**src/rtl/legv8_pkg.sv**
```systemverilog
// rtl/legv8_pkg.sv - LEGv8 opcodes, ALU op encoding and decoded control bundle
package legv8_pkg;

    localparam int IMM_W = 64;

    localparam logic [5:0]  OP_B    = 6'b000101;
    localparam logic [7:0]  OP_CBZ  = 8'b10110100;
    localparam logic [9:0]  OP_ADDI = 10'b1001000100;
    localparam logic [10:0] OP_ADD  = 11'b10001011000;
    localparam logic [10:0] OP_SUB  = 11'b11001011000;
    localparam logic [10:0] OP_LDUR = 11'b11111000010;
    localparam logic [10:0] OP_STUR = 11'b11111000000;

    typedef enum logic [2:0] {
        ALU_PASSB = 3'b000,
        ALU_ADD   = 3'b010,
        ALU_SUB   = 3'b011
    } alu_op_t;

    typedef struct packed {
        logic             reg2loc;
        logic             alu_src;
        logic             mem_to_reg;
        logic             reg_write;
        logic             mem_write;
        logic             mem_read;
        logic             br_cond;
        logic             br_uncond;
        alu_op_t          alu_op;
        logic [4:0]       rd;
        logic [4:0]       rn;
        logic [4:0]       rm;
        logic [IMM_W-1:0] imm;
        logic             illegal;
    } ctrl_bundle_t;

endpackage

```
**src/rtl/legv8_decoder.sv**
```systemverilog
// rtl/legv8_decoder.sv - combinational LEGv8 instruction decode into a control bundle
module legv8_decoder
    import legv8_pkg::*;
(
    input  logic [31:0]  instr,
    output ctrl_bundle_t bundle
);

    logic [IMM_W-1:0] imm_b;
    logic [IMM_W-1:0] imm_cb;
    logic [IMM_W-1:0] imm_d;

    sign_extend #(.IN_W(26), .OUT_W(IMM_W)) u_sext_b  (.in(instr[25:0]),  .out(imm_b));
    sign_extend #(.IN_W(19), .OUT_W(IMM_W)) u_sext_cb (.in(instr[23:5]),  .out(imm_cb));
    sign_extend #(.IN_W(9),  .OUT_W(IMM_W)) u_sext_d  (.in(instr[20:12]), .out(imm_d));

    // Narrowest opcode field is tested first so wider fields cannot alias it.
    always_comb begin
        bundle    = '0;
        bundle.rd = instr[4:0];
        bundle.rn = instr[9:5];
        bundle.rm = instr[20:16];
        if (instr[31:26] == OP_B) begin
            bundle.br_uncond = 1'b1;
            bundle.imm       = imm_b;
        end else if (instr[31:24] == OP_CBZ) begin
            bundle.br_cond = 1'b1;
            bundle.alu_op  = ALU_PASSB;
            bundle.imm     = imm_cb;
        end else if (instr[31:22] == OP_ADDI) begin
            bundle.alu_src   = 1'b1;
            bundle.reg_write = 1'b1;
            bundle.alu_op    = ALU_ADD;
            bundle.imm       = {{(IMM_W-12){1'b0}}, instr[21:10]};
        end else begin
            case (instr[31:21])
                OP_ADD, OP_SUB: begin
                    bundle.reg2loc   = 1'b1;
                    bundle.reg_write = 1'b1;
                    bundle.alu_op    = (instr[31:21] == OP_SUB) ? ALU_SUB : ALU_ADD;
                end
                OP_LDUR: begin
                    bundle.alu_src    = 1'b1;
                    bundle.mem_to_reg = 1'b1;
                    bundle.reg_write  = 1'b1;
                    bundle.mem_read   = 1'b1;
                    bundle.alu_op     = ALU_ADD;
                    bundle.imm        = imm_d;
                end
                OP_STUR: begin
                    bundle.alu_src   = 1'b1;
                    bundle.mem_write = 1'b1;
                    bundle.alu_op    = ALU_ADD;
                    bundle.imm       = imm_d;
                end
                default: bundle.illegal = 1'b1;
            endcase
        end
    end

endmodule

```
**src/rtl/sign_extend.sv**
```systemverilog
// rtl/sign_extend.sv - replicate the field MSB up to OUT_W bits
module sign_extend #(
    parameter int IN_W  = 9,
    parameter int OUT_W = 64
) (
    input  logic [IN_W-1:0]  in,
    output logic [OUT_W-1:0] out
);

    assign out = {{(OUT_W-IN_W){in[IN_W-1]}}, in};

endmodule

```
**src/rtl/legv8_decode_stage.sv**
```systemverilog
// rtl/legv8_decode_stage.sv - decode pipeline stage with 2-entry skid buffer and illegal counter
module legv8_decode_stage
    import legv8_pkg::*;
#(
    parameter int DATA_W = 64,
    parameter int CNT_W  = 8
) (
    input  logic              clk,
    input  logic              rst_n,
    input  logic              flush,
    input  logic              in_valid,
    output logic              in_ready,
    input  logic [31:0]       instr,
    output logic              out_valid,
    input  logic              out_ready,
    output logic              reg2loc,
    output logic              alu_src,
    output logic              mem_to_reg,
    output logic              reg_write,
    output logic              mem_write,
    output logic              mem_read,
    output logic              br_cond,
    output logic              br_uncond,
    output logic [2:0]        alu_op,
    output logic [4:0]        rd,
    output logic [4:0]        rn,
    output logic [4:0]        rm,
    output logic [DATA_W-1:0] imm,
    output logic              illegal,
    output logic [CNT_W-1:0]  illegal_cnt
);

    ctrl_bundle_t dec;
    ctrl_bundle_t out_q;
    ctrl_bundle_t skid_q;
    logic         out_valid_q;
    logic         skid_valid_q;
    logic         in_ready_q;
    logic [CNT_W-1:0] cnt_q;

    logic in_xfer;
    logic out_xfer;
    logic out_free;

    legv8_decoder u_decoder (.instr(instr), .bundle(dec));

    assign in_xfer  = in_valid && in_ready_q;
    assign out_xfer = out_valid_q && out_ready;
    assign out_free = !out_valid_q || out_xfer;

    always_ff @(posedge clk) begin
        if (!rst_n) begin
            out_q        <= '0;
            skid_q       <= '0;
            out_valid_q  <= 1'b0;
            skid_valid_q <= 1'b0;
            in_ready_q   <= 1'b1;
            cnt_q        <= '0;
        end else begin
            if (in_xfer && dec.illegal && cnt_q != {CNT_W{1'b1}})
                cnt_q <= cnt_q + 1'b1;

            if (flush) begin
                out_valid_q  <= 1'b0;
                skid_valid_q <= 1'b0;
                in_ready_q   <= 1'b1;
            end else if (out_free) begin
                // Skid can only be occupied while the head is, so in_xfer is 0 here.
                if (skid_valid_q) begin
                    out_q        <= skid_q;
                    out_valid_q  <= 1'b1;
                    skid_valid_q <= 1'b0;
                    in_ready_q   <= 1'b1;
                end else begin
                    if (in_xfer)
                        out_q <= dec;
                    out_valid_q <= in_xfer;
                    in_ready_q  <= 1'b1;
                end
            end else if (in_xfer) begin
                skid_q       <= dec;
                skid_valid_q <= 1'b1;
                in_ready_q   <= 1'b0;
            end
        end
    end

    assign in_ready    = in_ready_q;
    assign out_valid   = out_valid_q;
    assign reg2loc     = out_q.reg2loc;
    assign alu_src     = out_q.alu_src;
    assign mem_to_reg  = out_q.mem_to_reg;
    assign reg_write   = out_q.reg_write;
    assign mem_write   = out_q.mem_write;
    assign mem_read    = out_q.mem_read;
    assign br_cond     = out_q.br_cond;
    assign br_uncond   = out_q.br_uncond;
    assign alu_op      = out_q.alu_op;
    assign rd          = out_q.rd;
    assign rn          = out_q.rn;
    assign rm          = out_q.rm;
    assign imm         = out_q.imm[DATA_W-1:0];
    assign illegal     = out_q.illegal;
    assign illegal_cnt = cnt_q;

endmodule

```
**config.mk**
```make
export PLATFORM = sky130hd
export DESIGN_NAME = legv8_decode_stage
export DESIGN_NICKNAME = d
export VERILOG_FILES = /design/src/rtl/legv8_pkg.sv /design/src/rtl/legv8_decoder.sv /design/src/rtl/sign_extend.sv /design/src/rtl/legv8_decode_stage.sv
export SDC_FILE = /design/constraint.sdc
export NUM_CORES = 1
export LEC_CHECK = 0
export CAP_MARGIN = 25
export CORE_ASPECT_RATIO = 0.75
export CORE_MARGIN = 3
export CORE_UTILIZATION = 34
export CTS_CLUSTER_DIAMETER = 100
export DETAILED_ROUTE_END_ITERATION = 10
export PLACE_DENSITY = 0.62
export SYNTH_ARGS = -nofsm -noshare
export SYNTH_HDL_FRONTEND = slang
export SYNTH_SLANG_ARGS = --single-unit
```
**constraint.sdc**
```tcl
create_clock -name clk -period 1.9 [get_ports clk]
set_input_delay 0.38 -clock clk [delete_from_list [all_inputs] [get_ports clk]]
set_output_delay 0.38 -clock clk [all_outputs]
set_load 0.02 [all_outputs]
```
Fig. 1: M1 wires
Supply wires on this layer in grey.
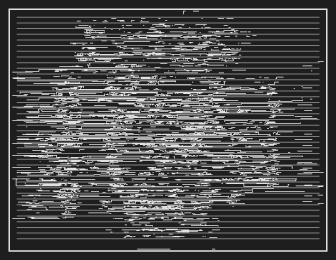
- share of all routed wire: 45%
- main direction: horizontal
- nets with wire on the layer: 759
- wire length on this layer: 8190 microns
DR vias: 5528
final wirelength: 18.18 mm

Fig. 2: met2 routing
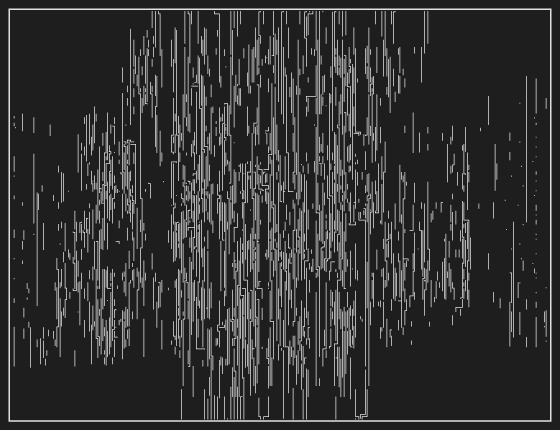
- main direction: vertical
- longest straight run: 52.4 microns
- wire length on this layer: 8230 microns
met2 usage: 33.53%

==> reports/metrics.yaml <==
htreeDepth: 4
hpwl_mm: 13.08
dp_slack_ps: -678.1
grt_antenna_before_repair: 1
hold_viol_final: 0
fmax_mhz: 531.1
top_area_share_pct: 42.03
whs_ps: 453.1
synth_top_cell_by_count: "dfxtp_1"
cts_setup_buffers: 2
routed.top_layer: "met5"
ys_area_sq_um: 5383
portBuffers: 136
power_leakage_nw: 3.291
crit_path_end: "illegal_cnt[7]$_SDFFE_PN0P_"
insertedDiodeCount: 0
outcome: "completed"
placed_area_sq_um: 7320
final_util_pct: 51.99
nNonClkBuffers: 226
inv_count: 7
aoi_share_pct: 25.59
Fig. 3: the metal 3 layer
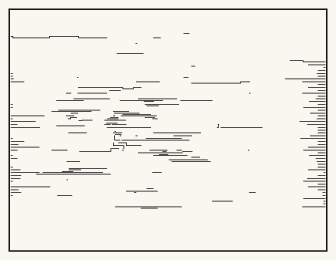
- share of all routed wire: 7.5%
- nets with wire on the layer: 136
- wire length on this layer: 1360 microns
- main direction: horizontal
GR Util met3: 5.280%

==> cells by family (layout without fill, tap and decap cells) <==
group | after synthesis | after routing
AOI/OAI and AO/OA | 214 | 214
xor gates and xnor gates | 1 | 1
adders and majority gates | 1 | 1
and+or+nand+nor | 196 | 196
other | 1 | 1
DFF | 113 | 113
buffers and inverters | 100 | 265
muxes | 22 | 22
==> power by group through the flow <==
stage | Sequential, mW | Combinational, mW | Clock, mW
detailed placement | 2.54 | 0.916 | 0
finish | 2.49 | 0.886 | 3.48
global placement | 2.54 | 0.905 | 0
CTS | 2.49 | 0.884 | 3.52
floorplan | 2.61 | 0.376 | 0
global route | 2.49 | 0.947 | 3.65
==> worst max-delay path: stages <==
cell and delay, ps:
dlygate4sd2_1 320, and2_1 200, and3_4 190, or3_4 430
or4_4 530, mux2i_1 140
Power figures rest on the tool's default switching activity, not on a simulated workload.
